`src/rtl/id_ex_if.sv`:
```
// Decode-to-execute bundle: decoded control word and operands (id_*)
// and their registered EX-stage copies (ex_*).
interface id_ex_if #(
    parameter int DATA_WIDTH     = 32,
    parameter int REG_ADDR_WIDTH = 5,
    parameter int ALU_CTRL_WIDTH = 5
);
    logic                      id_load_upper;
    logic [1:0]                id_jump;
    logic                      id_jal;
    logic                      id_reg_write;
    logic                      id_mem_to_reg;
    logic                      id_mem_write;
    logic [ALU_CTRL_WIDTH-1:0] id_alu_control;
    logic                      id_alu_src;
    logic                      id_reg_dst;
    logic                      id_branch;
    logic [3:0]                id_bcu_control;
    logic [DATA_WIDTH-1:0]     id_pc_plus4;
    logic [DATA_WIDTH-1:0]     id_rs_data;
    logic [DATA_WIDTH-1:0]     id_rt_data;
    logic [DATA_WIDTH-1:0]     id_imm;
    logic [REG_ADDR_WIDTH-1:0] id_rs;
    logic [REG_ADDR_WIDTH-1:0] id_rt;
    logic [REG_ADDR_WIDTH-1:0] id_rd;

    logic                      ex_load_upper;
    logic [1:0]                ex_jump;
    logic                      ex_jal;
    logic                      ex_reg_write;
    logic                      ex_mem_to_reg;
    logic                      ex_mem_write;
    logic [ALU_CTRL_WIDTH-1:0] ex_alu_control;
    logic                      ex_alu_src;
    logic                      ex_reg_dst;
    logic                      ex_branch;
    logic [3:0]                ex_bcu_control;
    logic [DATA_WIDTH-1:0]     ex_pc_plus4;
    logic [DATA_WIDTH-1:0]     ex_rs_data;
    logic [DATA_WIDTH-1:0]     ex_rt_data;
    logic [DATA_WIDTH-1:0]     ex_imm;
    logic [REG_ADDR_WIDTH-1:0] ex_rs;
    logic [REG_ADDR_WIDTH-1:0] ex_rt;
    logic [REG_ADDR_WIDTH-1:0] ex_rd;
    logic                      ex_valid;

    modport master (
        output id_load_upper, id_jump, id_jal, id_reg_write,
               id_mem_to_reg, id_mem_write, id_alu_control,
               id_alu_src, id_reg_dst, id_branch, id_bcu_control,
               id_pc_plus4, id_rs_data, id_rt_data, id_imm,
               id_rs, id_rt, id_rd,
        input  ex_load_upper, ex_jump, ex_jal, ex_reg_write,
               ex_mem_to_reg, ex_mem_write, ex_alu_control,
               ex_alu_src, ex_reg_dst, ex_branch, ex_bcu_control,
               ex_pc_plus4, ex_rs_data, ex_rt_data, ex_imm,
               ex_rs, ex_rt, ex_rd, ex_valid
    );

    modport slave (
        input  id_load_upper, id_jump, id_jal, id_reg_write,
               id_mem_to_reg, id_mem_write, id_alu_control,
               id_alu_src, id_reg_dst, id_branch, id_bcu_control,
               id_pc_plus4, id_rs_data, id_rt_data, id_imm,
               id_rs, id_rt, id_rd,
        output ex_load_upper, ex_jump, ex_jal, ex_reg_write,
               ex_mem_to_reg, ex_mem_write, ex_alu_control,
               ex_alu_src, ex_reg_dst, ex_branch, ex_bcu_control,
               ex_pc_plus4, ex_rs_data, ex_rt_data, ex_imm,
               ex_rs, ex_rt, ex_rd, ex_valid
    );
endinterface

```
`src/rtl/id_ex_register.sv`:
```
// ID/EX pipeline register with load-use bubble insertion, stall/flush
// control and a saturating count of inserted bubbles.
module id_ex_register #(
    parameter int DATA_WIDTH     = 32,
    parameter int REG_ADDR_WIDTH = 5,
    parameter int ALU_CTRL_WIDTH = 5,
    parameter int CNT_WIDTH      = 16
) (
    input  logic                 clk,
    input  logic                 reset,
    input  logic                 stall,
    input  logic                 flush,
    id_ex_if.slave               bus,
    output logic                 id_hold,
    output logic                 load_use_bubble,
    output logic [CNT_WIDTH-1:0] bubble_count
);
    typedef struct packed {
        logic                      load_upper;
        logic [1:0]                jump;
        logic                      jal;
        logic                      reg_write;
        logic                      mem_to_reg;
        logic                      mem_write;
        logic [ALU_CTRL_WIDTH-1:0] alu_control;
        logic                      alu_src;
        logic                      reg_dst;
        logic                      branch;
        logic [3:0]                bcu_control;
        logic [DATA_WIDTH-1:0]     pc_plus4;
        logic [DATA_WIDTH-1:0]     rs_data;
        logic [DATA_WIDTH-1:0]     rt_data;
        logic [DATA_WIDTH-1:0]     imm;
        logic [REG_ADDR_WIDTH-1:0] rs;
        logic [REG_ADDR_WIDTH-1:0] rt;
        logic [REG_ADDR_WIDTH-1:0] rd;
    } id_ex_t;

    id_ex_t               r_ex;
    logic                 r_valid;
    logic [CNT_WIDTH-1:0] r_count;
    id_ex_t               w_id;
    logic                 w_hazard;
    logic                 w_rs_match;
    logic                 w_rt_match;

    assign w_id = '{
        load_upper:  bus.id_load_upper,
        jump:        bus.id_jump,
        jal:         bus.id_jal,
        reg_write:   bus.id_reg_write,
        mem_to_reg:  bus.id_mem_to_reg,
        mem_write:   bus.id_mem_write,
        alu_control: bus.id_alu_control,
        alu_src:     bus.id_alu_src,
        reg_dst:     bus.id_reg_dst,
        branch:      bus.id_branch,
        bcu_control: bus.id_bcu_control,
        pc_plus4:    bus.id_pc_plus4,
        rs_data:     bus.id_rs_data,
        rt_data:     bus.id_rt_data,
        imm:         bus.id_imm,
        rs:          bus.id_rs,
        rt:          bus.id_rt,
        rd:          bus.id_rd
    };

    // rt only counts as a source when the ALU is not taking the immediate
    assign w_rs_match = (r_ex.rt == bus.id_rs);
    assign w_rt_match = (r_ex.rt == bus.id_rt) & ~bus.id_alu_src;
    assign w_hazard   = r_valid & r_ex.mem_to_reg
                      & (r_ex.rt != '0)
                      & (w_rs_match | w_rt_match);

    assign load_use_bubble = w_hazard;
    assign id_hold         = stall | (w_hazard & ~flush);
    assign bubble_count    = r_count;

    always_ff @(posedge clk) begin
        if (reset) begin
            r_ex    <= '0;
            r_valid <= 1'b0;
            r_count <= '0;
        end else if (flush) begin
            r_ex    <= '0;
            r_valid <= 1'b0;
        end else if (stall) begin
            r_ex    <= r_ex;
            r_valid <= r_valid;
        end else if (w_hazard) begin
            r_ex    <= '0;
            r_valid <= 1'b0;
            if (r_count != '1)
                r_count <= r_count + 1'b1;
        end else begin
            r_ex    <= w_id;
            r_valid <= 1'b1;
        end
    end

    assign bus.ex_load_upper  = r_ex.load_upper;
    assign bus.ex_jump        = r_ex.jump;
    assign bus.ex_jal         = r_ex.jal;
    assign bus.ex_reg_write   = r_ex.reg_write;
    assign bus.ex_mem_to_reg  = r_ex.mem_to_reg;
    assign bus.ex_mem_write   = r_ex.mem_write;
    assign bus.ex_alu_control = r_ex.alu_control;
    assign bus.ex_alu_src     = r_ex.alu_src;
    assign bus.ex_reg_dst     = r_ex.reg_dst;
    assign bus.ex_branch      = r_ex.branch;
    assign bus.ex_bcu_control = r_ex.bcu_control;
    assign bus.ex_pc_plus4    = r_ex.pc_plus4;
    assign bus.ex_rs_data     = r_ex.rs_data;
    assign bus.ex_rt_data     = r_ex.rt_data;
    assign bus.ex_imm         = r_ex.imm;
    assign bus.ex_rs          = r_ex.rs;
    assign bus.ex_rt          = r_ex.rt;
    assign bus.ex_rd          = r_ex.rd;
    assign bus.ex_valid       = r_valid;
endmodule

```
`src/flat_wrapper.sv`:
```
// flat-port wrapper written by rule: the top's interface ports become plain ports
module id_ex_register_flat 
#(
    parameter int DATA_WIDTH     = 32,
    parameter int REG_ADDR_WIDTH = 5,
    parameter int ALU_CTRL_WIDTH = 5,
    parameter int CNT_WIDTH      = 16
)
  (clk, reset, stall, flush, id_hold, load_use_bubble, bubble_count, bus_id_load_upper, bus_id_jump, bus_id_jal, bus_id_reg_write, bus_id_mem_to_reg, bus_id_mem_write, bus_id_alu_control, bus_id_alu_src, bus_id_reg_dst, bus_id_branch, bus_id_bcu_control, bus_id_pc_plus4, bus_id_rs_data, bus_id_rt_data, bus_id_imm, bus_id_rs, bus_id_rt, bus_id_rd, bus_ex_load_upper, bus_ex_jump, bus_ex_jal, bus_ex_reg_write, bus_ex_mem_to_reg, bus_ex_mem_write, bus_ex_alu_control, bus_ex_alu_src, bus_ex_reg_dst, bus_ex_branch, bus_ex_bcu_control, bus_ex_pc_plus4, bus_ex_rs_data, bus_ex_rt_data, bus_ex_imm, bus_ex_rs, bus_ex_rt, bus_ex_rd, bus_ex_valid);
  id_ex_if #(.DATA_WIDTH(DATA_WIDTH), .REG_ADDR_WIDTH(REG_ADDR_WIDTH), .ALU_CTRL_WIDTH(ALU_CTRL_WIDTH)) bus_i ();
  input  logic clk;
  input  logic reset;
  input  logic stall;
  input  logic flush;
  output logic id_hold;
  output logic load_use_bubble;
  output logic [CNT_WIDTH-1:0] bubble_count;
  input wire logic [$bits(bus_i.id_load_upper)-1:0] bus_id_load_upper;
  input wire logic [$bits(bus_i.id_jump)-1:0] bus_id_jump;
  input wire logic [$bits(bus_i.id_jal)-1:0] bus_id_jal;
  input wire logic [$bits(bus_i.id_reg_write)-1:0] bus_id_reg_write;
  input wire logic [$bits(bus_i.id_mem_to_reg)-1:0] bus_id_mem_to_reg;
  input wire logic [$bits(bus_i.id_mem_write)-1:0] bus_id_mem_write;
  input wire logic [$bits(bus_i.id_alu_control)-1:0] bus_id_alu_control;
  input wire logic [$bits(bus_i.id_alu_src)-1:0] bus_id_alu_src;
  input wire logic [$bits(bus_i.id_reg_dst)-1:0] bus_id_reg_dst;
  input wire logic [$bits(bus_i.id_branch)-1:0] bus_id_branch;
  input wire logic [$bits(bus_i.id_bcu_control)-1:0] bus_id_bcu_control;
  input wire logic [$bits(bus_i.id_pc_plus4)-1:0] bus_id_pc_plus4;
  input wire logic [$bits(bus_i.id_rs_data)-1:0] bus_id_rs_data;
  input wire logic [$bits(bus_i.id_rt_data)-1:0] bus_id_rt_data;
  input wire logic [$bits(bus_i.id_imm)-1:0] bus_id_imm;
  input wire logic [$bits(bus_i.id_rs)-1:0] bus_id_rs;
  input wire logic [$bits(bus_i.id_rt)-1:0] bus_id_rt;
  input wire logic [$bits(bus_i.id_rd)-1:0] bus_id_rd;
  output wire logic [$bits(bus_i.ex_load_upper)-1:0] bus_ex_load_upper;
  output wire logic [$bits(bus_i.ex_jump)-1:0] bus_ex_jump;
  output wire logic [$bits(bus_i.ex_jal)-1:0] bus_ex_jal;
  output wire logic [$bits(bus_i.ex_reg_write)-1:0] bus_ex_reg_write;
  output wire logic [$bits(bus_i.ex_mem_to_reg)-1:0] bus_ex_mem_to_reg;
  output wire logic [$bits(bus_i.ex_mem_write)-1:0] bus_ex_mem_write;
  output wire logic [$bits(bus_i.ex_alu_control)-1:0] bus_ex_alu_control;
  output wire logic [$bits(bus_i.ex_alu_src)-1:0] bus_ex_alu_src;
  output wire logic [$bits(bus_i.ex_reg_dst)-1:0] bus_ex_reg_dst;
  output wire logic [$bits(bus_i.ex_branch)-1:0] bus_ex_branch;
  output wire logic [$bits(bus_i.ex_bcu_control)-1:0] bus_ex_bcu_control;
  output wire logic [$bits(bus_i.ex_pc_plus4)-1:0] bus_ex_pc_plus4;
  output wire logic [$bits(bus_i.ex_rs_data)-1:0] bus_ex_rs_data;
  output wire logic [$bits(bus_i.ex_rt_data)-1:0] bus_ex_rt_data;
  output wire logic [$bits(bus_i.ex_imm)-1:0] bus_ex_imm;
  output wire logic [$bits(bus_i.ex_rs)-1:0] bus_ex_rs;
  output wire logic [$bits(bus_i.ex_rt)-1:0] bus_ex_rt;
  output wire logic [$bits(bus_i.ex_rd)-1:0] bus_ex_rd;
  output wire logic [$bits(bus_i.ex_valid)-1:0] bus_ex_valid;
  assign bus_i.id_load_upper = bus_id_load_upper;
  assign bus_i.id_jump = bus_id_jump;
  assign bus_i.id_jal = bus_id_jal;
  assign bus_i.id_reg_write = bus_id_reg_write;
  assign bus_i.id_mem_to_reg = bus_id_mem_to_reg;
  assign bus_i.id_mem_write = bus_id_mem_write;
  assign bus_i.id_alu_control = bus_id_alu_control;
  assign bus_i.id_alu_src = bus_id_alu_src;
  assign bus_i.id_reg_dst = bus_id_reg_dst;
  assign bus_i.id_branch = bus_id_branch;
  assign bus_i.id_bcu_control = bus_id_bcu_control;
  assign bus_i.id_pc_plus4 = bus_id_pc_plus4;
  assign bus_i.id_rs_data = bus_id_rs_data;
  assign bus_i.id_rt_data = bus_id_rt_data;
  assign bus_i.id_imm = bus_id_imm;
  assign bus_i.id_rs = bus_id_rs;
  assign bus_i.id_rt = bus_id_rt;
  assign bus_i.id_rd = bus_id_rd;
  assign bus_ex_load_upper = bus_i.ex_load_upper;
  assign bus_ex_jump = bus_i.ex_jump;
  assign bus_ex_jal = bus_i.ex_jal;
  assign bus_ex_reg_write = bus_i.ex_reg_write;
  assign bus_ex_mem_to_reg = bus_i.ex_mem_to_reg;
  assign bus_ex_mem_write = bus_i.ex_mem_write;
  assign bus_ex_alu_control = bus_i.ex_alu_control;
  assign bus_ex_alu_src = bus_i.ex_alu_src;
  assign bus_ex_reg_dst = bus_i.ex_reg_dst;
  assign bus_ex_branch = bus_i.ex_branch;
  assign bus_ex_bcu_control = bus_i.ex_bcu_control;
  assign bus_ex_pc_plus4 = bus_i.ex_pc_plus4;
  assign bus_ex_rs_data = bus_i.ex_rs_data;
  assign bus_ex_rt_data = bus_i.ex_rt_data;
  assign bus_ex_imm = bus_i.ex_imm;
  assign bus_ex_rs = bus_i.ex_rs;
  assign bus_ex_rt = bus_i.ex_rt;
  assign bus_ex_rd = bus_i.ex_rd;
  assign bus_ex_valid = bus_i.ex_valid;
  id_ex_register #(.DATA_WIDTH(DATA_WIDTH), .REG_ADDR_WIDTH(REG_ADDR_WIDTH), .ALU_CTRL_WIDTH(ALU_CTRL_WIDTH), .CNT_WIDTH(CNT_WIDTH)) u_core (.clk(clk), .reset(reset), .stall(stall), .flush(flush), .bus(bus_i), .id_hold(id_hold), .load_use_bubble(load_use_bubble), .bubble_count(bubble_count));
endmodule
```
`config.mk`:
```
export PLATFORM = sky130hd
export DESIGN_NAME = id_ex_register_flat
export DESIGN_NICKNAME = d
export VERILOG_FILES = /design/src/rtl/id_ex_if.sv /design/src/rtl/id_ex_register.sv /design/src/flat_wrapper.sv
export SDC_FILE = /design/constraint.sdc
export NUM_CORES = 1
export LEC_CHECK = 0
export CORE_AREA = 2 2 136 138
export CTS_CLUSTER_DIAMETER = 80
export DETAILED_ROUTE_END_ITERATION = 6
export DIE_AREA = 0 0 138 140
export PLACE_DENSITY = 0.72
export SLEW_MARGIN = 20
export SYNTH_ARGS = -nofsm -noshare
export SYNTH_HDL_FRONTEND = slang
export SYNTH_SLANG_ARGS = --single-unit
```
`constraint.sdc`:
```
create_clock -name clk -period 3.3 [get_ports clk]
set_clock_uncertainty 0.05 [all_clocks]
set_input_delay 0.495 -clock clk [delete_from_list [all_inputs] [get_ports clk]]
set_output_delay 0.495 -clock clk [all_outputs]
set_load 0.05 [all_outputs]
```
==> results.sh, run 1 <==
# source this file to load flow results
export IMPL_outcome="finished clean"
export IMPL_io_pin_count=347
export IMPL_hp_start="u_core.bus.ex_rt_data[2]$_SDFFE_PP0N_"
export IMPL_synth_cellmix_simpleShare_pct=5.641
export IMPL_fin_setup_tns_ns=0
export IMPL_holdBufCountCts=0
export IMPL_post_cts_setup_buffers=0
export IMPL_fin_ws_ns=0.4647
export IMPL_seq_area_mm2=0.003583
export IMPL_combPwrFrac_pct=14.6
export IMPL_drv_slew=0
export IMPL_rows=49
export IMPL_dpl_cell_area_mm2=0.009600
export IMPL_avgViaCountPerCell=4.962
export IMPL_numCtsBuffers=17
export IMPL_setup_viol=0
export IMPL_edf_count=0
export IMPL_max_stage_delay_ns=0.49
export IMPL_path_delay_family="AND-OR/OR-AND gates"
export IMPL_final_nets=991
export IMPL_fp_nets=658
export IMPL_numPortBuffers=346
export IMPL_power_total_uw=4948
export IMPL_min_path_type="register to register"
export IMPL_clkTransAtPathRegs_ns=0.07
export IMPL_maxSlewHeadroom_pct=39.38
export IMPL_rr_startpoint="u_core.bus.ex_rt[3]$_SDFFE_PP0N_"
export IMPL_ys_seq_share_pct=60.96
export IMPL_overflow=0
export IMPL_intPower_uw=3594
export IMPL_cts_resized=0
export IMPL_yosys_area_top_type="dfxtp_1"
export IMPL_drt_iter0_markers=277
export IMPL_vdd_drop_max_mv=0.3246
export IMPL_aoi_share_pct=28.22
export IMPL_reg2reg_to="u_core.bus.ex_imm[23]$_SDFFE_PP0N_"
export IMPL_worst_slew_pin_slew_ns=0.9080
export IMPL_p_switching_uw=1354
export IMPL_power_frac_seq_pct=45.7
export IMPL_die_h_um=140
export IMPL_synth_flop_count=179
export IMPL_required_ns=2.75
export IMPL_clock_sinks=179
export IMPL_ys_cells=491
export IMPL_track_usage_pct=19.19
export IMPL_ys_sh_mux_pct=0.3831
export IMPL_synth_area_mm2=0.005878
export IMPL_path_buffers=2
export IMPL_hpwlAfterDp_mm=13.47
export IMPL_wl_per_cell_um=17.71
export IMPL_reg2regPathDepth=5
export IMPL_critical_path_slowest_cell="clkdlybuf4s50_1"
export IMPL_drcViolationCount=0
export IMPL_synthTopCellsByArea="dfxtp_1, a22o_1, clkbuf_1"
export IMPL_chip_area_mm2=0.01932
export IMPL_sw_frac_of_total_pct=27.37
export IMPL_grt_pass1_vias=5408
export IMPL_drtPass1Iterations=4
export IMPL_yosysUniqueCellTypes=31
export IMPL_syn_inst=491
export IMPL_pre_cts_ws_ns=0.4145
export IMPL_die_w_um=138
export IMPL_synthToLayoutAreaGrowth_pct=73.14
export IMPL_cap_violations=0
export IMPL_power_density_mw_per_mm2=486.2
export IMPL_yosys_area_mm2=0.005878
export IMPL_design_area_mm2=0.01018
export IMPL_holdPathEnd="u_core.bus.ex_rt_data[2]$_SDFFE_PP0N_"
export IMPL_drive_above_1_share_pct=5.854
export IMPL_warnings=26
export IMPL_critPathArrivalTime_ns=2.29
export IMPL_cp_start_kind="primary input"
export IMPL_synth_top_cell_area_share_pct=60.96
export IMPL_clk_path_buf_depth=2
export IMPL_dp_cells=1034
export IMPL_grt_pass1_wl_mm=29.77
export IMPL_grt_max_degree=88
export IMPL_critPathLaunch="bus_id_rt[4]"
export IMPL_fillers=1502
export IMPL_fa_ha_area_share_pct=0.2129
export IMPL_period_needed_ns=2.835
export IMPL_hold_depth=1
export IMPL_multiInputGateArea_mm2=0.002118
export IMPL_cp_depth=7
export IMPL_crit_path_end="id_hold"
export IMPL_rsz0062_at_grt="false"
export IMPL_flop_cell="dfxtp_1"
export IMPL_synth_area_per_cell_um2=11.97
export IMPL_drt_antenna_violating_nets=0
export IMPL_end_kind="output port"
export IMPL_antenna_found_initial=2
export IMPL_ys_async_sr_fraction_pct=0
export IMPL_antennaDiodeCount=0
export IMPL_leakagePower_uw=0.003748
export IMPL_tritoncts="built"
==> run 1: placed cells by master, fill, tap and decap left out, types with 2 or more instances in the layout <==
cell type        instances
inv_8                    2
clkinv_4                 3
or4_1                   12
nor2b_1                  2
buf_12                   6
clkdlybuf4s50_1        344
or3_1                    6
clkbuf_16               17
o21ai_0                  5
dfxtp_1                179
nand3_1                  8
buf_4                    5
nand2_1                  8
clkinv_8                 2
a22o_1                 161
mux2_2                   2
o31ai_1                 11
nand4_1                  8
xnor2_1                  9
nor2_1                   8
inv_6                    5
a21oi_1                 15
inv_1                    3
==> run 1: worst reg2reg max path, cell delays in order (launching register included) <==
cell and delay, ns:
dfxtp_1 0.38, or3_1 0.40, o311a_1 0.41, a2111oi_4 0.57, buf_4 0.46, a22o_1 0.24
==> run 1: metrics by stage <==
step,util (%),hold slack [ns]
2_1_floorplan,-,0.5776
3_3_place_gp,54.00,0.4042
3_5_place_dp,54.00,0.4034
4_1_cts,57.24,0.4267
5_1_grt,57.24,0.4360
6_report,57.24,0.4213
==> run 1: routing by layer <==
layer  part of all wire, %  global-route usage, %  vias to the layer above  wire length, um
met5                 0.069                      0                        -               13
met1                    42                  23.28                     2461             7900
met4                   2.0                  6.713                        2              383
li1                      -                      -                     2570                -
met3                   8.5                  7.726                       28             1612
met2                    48                  31.03                      229             8973
==> run 1: power by group through the flow <==
stage                     logic, uW  clock network (uW)  registers (uW)
after CTS                       728                2020            2260
after detailed placement        725                   0            2310
after global routing            757                2100            2270
final                           723                1960            2260
after floorplan                 124                   0            2540
after global placement          720                   0            2310
==> run 1: area by class of cell <==
cell class,instances,area share [%]
Inverter,3,0.1106
Timing Repair Buffer,355,35.38
Clock buffer,18,4.315
Sequential cell,179,35.21
Tap cell,229,2.815
Clock inverter,14,1.352
Multi-Input combinational cell,268,20.81
==> run_1/m4.png <==
Scale: 3 px per um. Supply wires on this layer in gray.
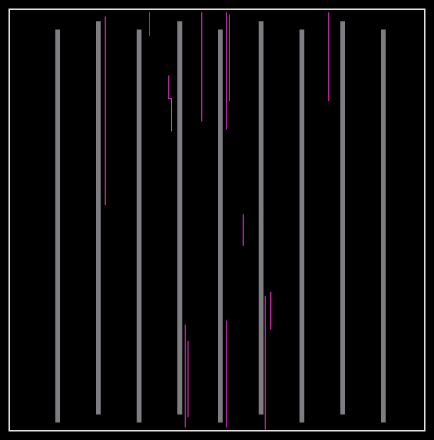
wire length on this layer: 383 um
main direction: vertical
nets with wire on the layer: 11
Vias: 5290
final WL: 18.88 mm

==> run_1/util_map.png <==
Scale: 3 px per um. The die is cut into 14 by 14 equal tiles; dark blue is low, red is high, 0 to 100% covered.
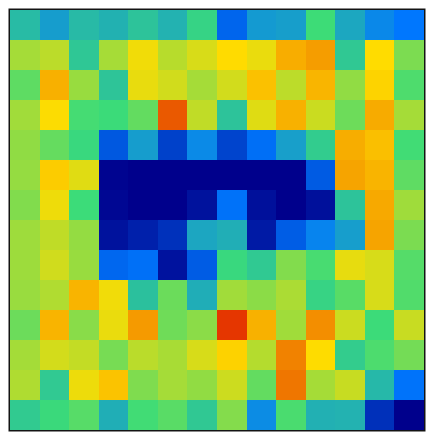
tiles over 75% full: 14%
mean over tiles: 51%
nearly empty tiles: 6.1%
final standard cell utilization of the core: 57.24%
core box area: 0.01778 mm^2
Initial Util: 33.06%

==> run_1/clock_wires.png <==
Scale: 3 px per um.
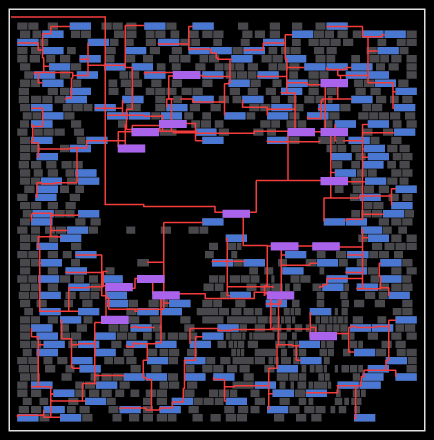
[blue] flip-flops | count: 179
[purple] clock-net drivers | count: 17
[red] clock wires | length: 2180 um
routed clock nets: 18
clock-net power: 1960 uW
Insertion Delay late pin: 0.42 ns
clock network power share: 39.6%

## Run 2: what changed since run 1
- CTS_CLUSTER_SIZE: unset -> 30
==> run_2/util_map.png <==
Scale: 3 px per um. The die is cut into 14 by 14 equal tiles; dark blue is low, red is high, 0 to 100% covered.
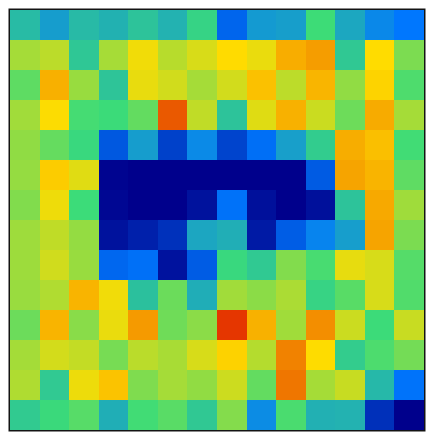

==> run 2 against run 1 <==
Die size unchanged. First-iteration DRC count unchanged. Combinational power about the same. Largest power group unchanged.
==> results.sh, run 2 <==
# source this file to load flow results
export IMPL_tritoncts="built"
export IMPL_synth_top_cell_area_share_pct=60.96
export IMPL_hpwlAfterDp_mm=13.47
export IMPL_cts_root_buf="clkbuf_16"
export IMPL_yosysWarnings=0
export IMPL_leakagePower_uw=0.003748
export IMPL_post_cts_setup_buffers=0
export IMPL_cts_htree_levels=4
export IMPL_dr_wl_met2_mm=8.973
export IMPL_fin_cells=1066
export IMPL_power_frac_seq_pct=45.7
export IMPL_holdBufCountCts=0
export IMPL_synth_flop_count=179
export IMPL_max_freq_mhz=352.7
export IMPL_drcViolationCount=0
export IMPL_edf_count=0
export IMPL_yosys_area_top_type="dfxtp_1"
export IMPL_place_congestion=0.7836
export IMPL_hold_viol_final=0
export IMPL_drt_met1_wl_mm=7.900
export IMPL_intPower_uw=3594
export IMPL_common_cells="dfxtp_1, a22o_1, clkbuf_1, a21oi_1, or4_1"
export IMPL_fp_nets=658
export IMPL_rsz0062_at_grt="false"
export IMPL_reg2regPathDepth=5
export IMPL_dpl_cell_area_mm2=0.009600
export IMPL_final_cell_mix="clkdlybuf4s50_1, dfxtp_1, a22o_1, clkbuf_16, a21oi_1"
export IMPL_hold_depth=1
export IMPL_synth_most_common_cell="dfxtp_1"
export IMPL_die_w_um=138
export IMPL_synthTopCellsByArea="dfxtp_1, a22o_1, clkbuf_1"
export IMPL_fin_util_pct=57.24
export IMPL_fin_hold_ws_ns=0.4213
export IMPL_end_kind="output port"
export IMPL_power_total_uw=4948
export IMPL_chip_area_mm2=0.01932
export IMPL_synthToLayoutAreaGrowth_pct=73.14
export IMPL_vias=5290
export IMPL_core_area_mm2=0.01778
export IMPL_path_max_fanout=3
export IMPL_cap_violations=0
export IMPL_power_density_mw_per_mm2=486.2
export IMPL_drv_slew=0
export IMPL_wl_mm=18.88
export IMPL_ys_seq_share_pct=60.96
export IMPL_avgViaCountPerCell=4.962
export IMPL_flop_cell="dfxtp_1"
export IMPL_rows=49
export IMPL_dp_cells=1034
export IMPL_setup_viol=0
export IMPL_fin_setup_tns_ns=0
export IMPL_antenna_found_initial=2
export IMPL_grt_pass1_wl_mm=29.77
export IMPL_ys_cells=491
export IMPL_track_usage_pct=19.19
export IMPL_drive_above_1_share_pct=5.854
export IMPL_drtPass1Iterations=4
export IMPL_outcome="finished clean"
export IMPL_met3_length_mm=1.612
export IMPL_overflow=0
export IMPL_fin_ws_ns=0.4647
export IMPL_clock_sinks=179
export IMPL_design_area_mm2=0.01018
export IMPL_top_layer_used="met5"
export IMPL_clkTransAtPathRegs_ns=0.07
export IMPL_yosysUniqueCellTypes=31
export IMPL_grt_pass1_vias=5408
export IMPL_min_path_type="register to register"
export IMPL_drt_antenna_violating_nets=0
export IMPL_vdd_drop_max_mv=0.3246
export IMPL_numPortBuffers=346
export IMPL_sw_frac_of_total_pct=27.37
export IMPL_clock_latency_ns=0.42
export IMPL_cts_resized=0
export IMPL_p_switching_uw=1354
export IMPL_yosys_area_mm2=0.005878
export IMPL_ys_async_sr_fraction_pct=0
export IMPL_synth_area_per_cell_um2=11.97
export IMPL_die_h_um=140
export IMPL_worst_slew_pin_slew_ns=0.9080
export IMPL_period_used_pct=85.92
export IMPL_fillers=1502
export IMPL_synth_area_mm2=0.005878
export IMPL_fp_util_pct=33.06
export IMPL_antennaDiodeCount=0
export IMPL_required_ns=2.75
export IMPL_clk_path_buf_depth=2
export IMPL_layout_top_cell="clkdlybuf4s50_1"
export IMPL_warnings=26
export IMPL_maxSlewHeadroom_pct=39.38
export IMPL_combPwrFrac_pct=14.6
export IMPL_wl_per_cell_um=17.71
export IMPL_io_pin_count=347
export IMPL_critPathArrivalTime_ns=2.29
export IMPL_period_needed_ns=2.835
export IMPL_pre_cts_ws_ns=0.4145
export IMPL_final_nets=991
export IMPL_p_clk_share_pct=39.6
export IMPL_drt_iter0_markers=277
export IMPL_crit_type="primary input to output port"
export IMPL_numCtsBuffers=17
export IMPL_syn_inst=491
export IMPL_cp_start_kind="primary input"
export IMPL_grt_max_degree=88
==> run 2: final cells by class <==
class	count	area (um^2)	area share (%)
flip-flops and latches	179	3583	35.21
inverters	3	11.26	0.1106
multi-input cells	268	2118	20.81
well taps	229	286.5	2.815
repair buffers	355	3601	35.38
clock inverters	14	137.6	1.352
clock buffers	18	439.2	4.315
==> run 2: worst paths after layout <==
kind	end	slack, ns	start
setup / recovery	id_hold	0.46	bus_id_rt[4]
hold / removal	u_core.bus.ex_rt_data[2]$_SDFFE_PP0N_	0.42	u_core.bus.ex_rt_data[2]$_SDFFE_PP0N_
setup reg to reg	u_core.bus.ex_imm[23]$_SDFFE_PP0N_	0.73	u_core.bus.ex_rt[3]$_SDFFE_PP0N_
hold reg to reg	u_core.bus.ex_rt_data[2]$_SDFFE_PP0N_	0.42	u_core.bus.ex_rt_data[2]$_SDFFE_PP0N_
==> run 2: routing by layer <==
layer  vias up  global-route usage (%)
met4         2                   6.713
met5         -                       0
li1       2570                       -
met2       229                   31.03
met3        28                   7.726
met1      2461                   23.28
==> run 2: critical path, stage by stage <==
cell             delay (ns)
clkdlybuf4s50_1        0.49
xnor2_1                0.14
nand4_1                0.14
o32ai_1                0.38
nand2_1                0.14
o21ai_0                0.32
buf_12                 0.18
==> run 2: power by group through the flow <==
stage / Combinational [uW] / Sequential (uW) / Clock [uW]
floorplan: 124 / 2540 / 0
CTS: 728 / 2260 / 2020
global placement: 720 / 2310 / 0
global route: 757 / 2270 / 2100
detailed placement: 725 / 2310 / 0
finish: 723 / 2260 / 1960
==> run 2: cells by family after synthesis <==
kind of cell,Yosys count,synth area share [%]
compound gates,197,28.22
xor+xnor,10,1.490
fa+ha+maj,1,0.2128
buf+inv,44,3.087
flops,179,60.96
mux,2,0.3831
simple gates,58,5.641
Power is estimated from default activity; no workload was simulated.
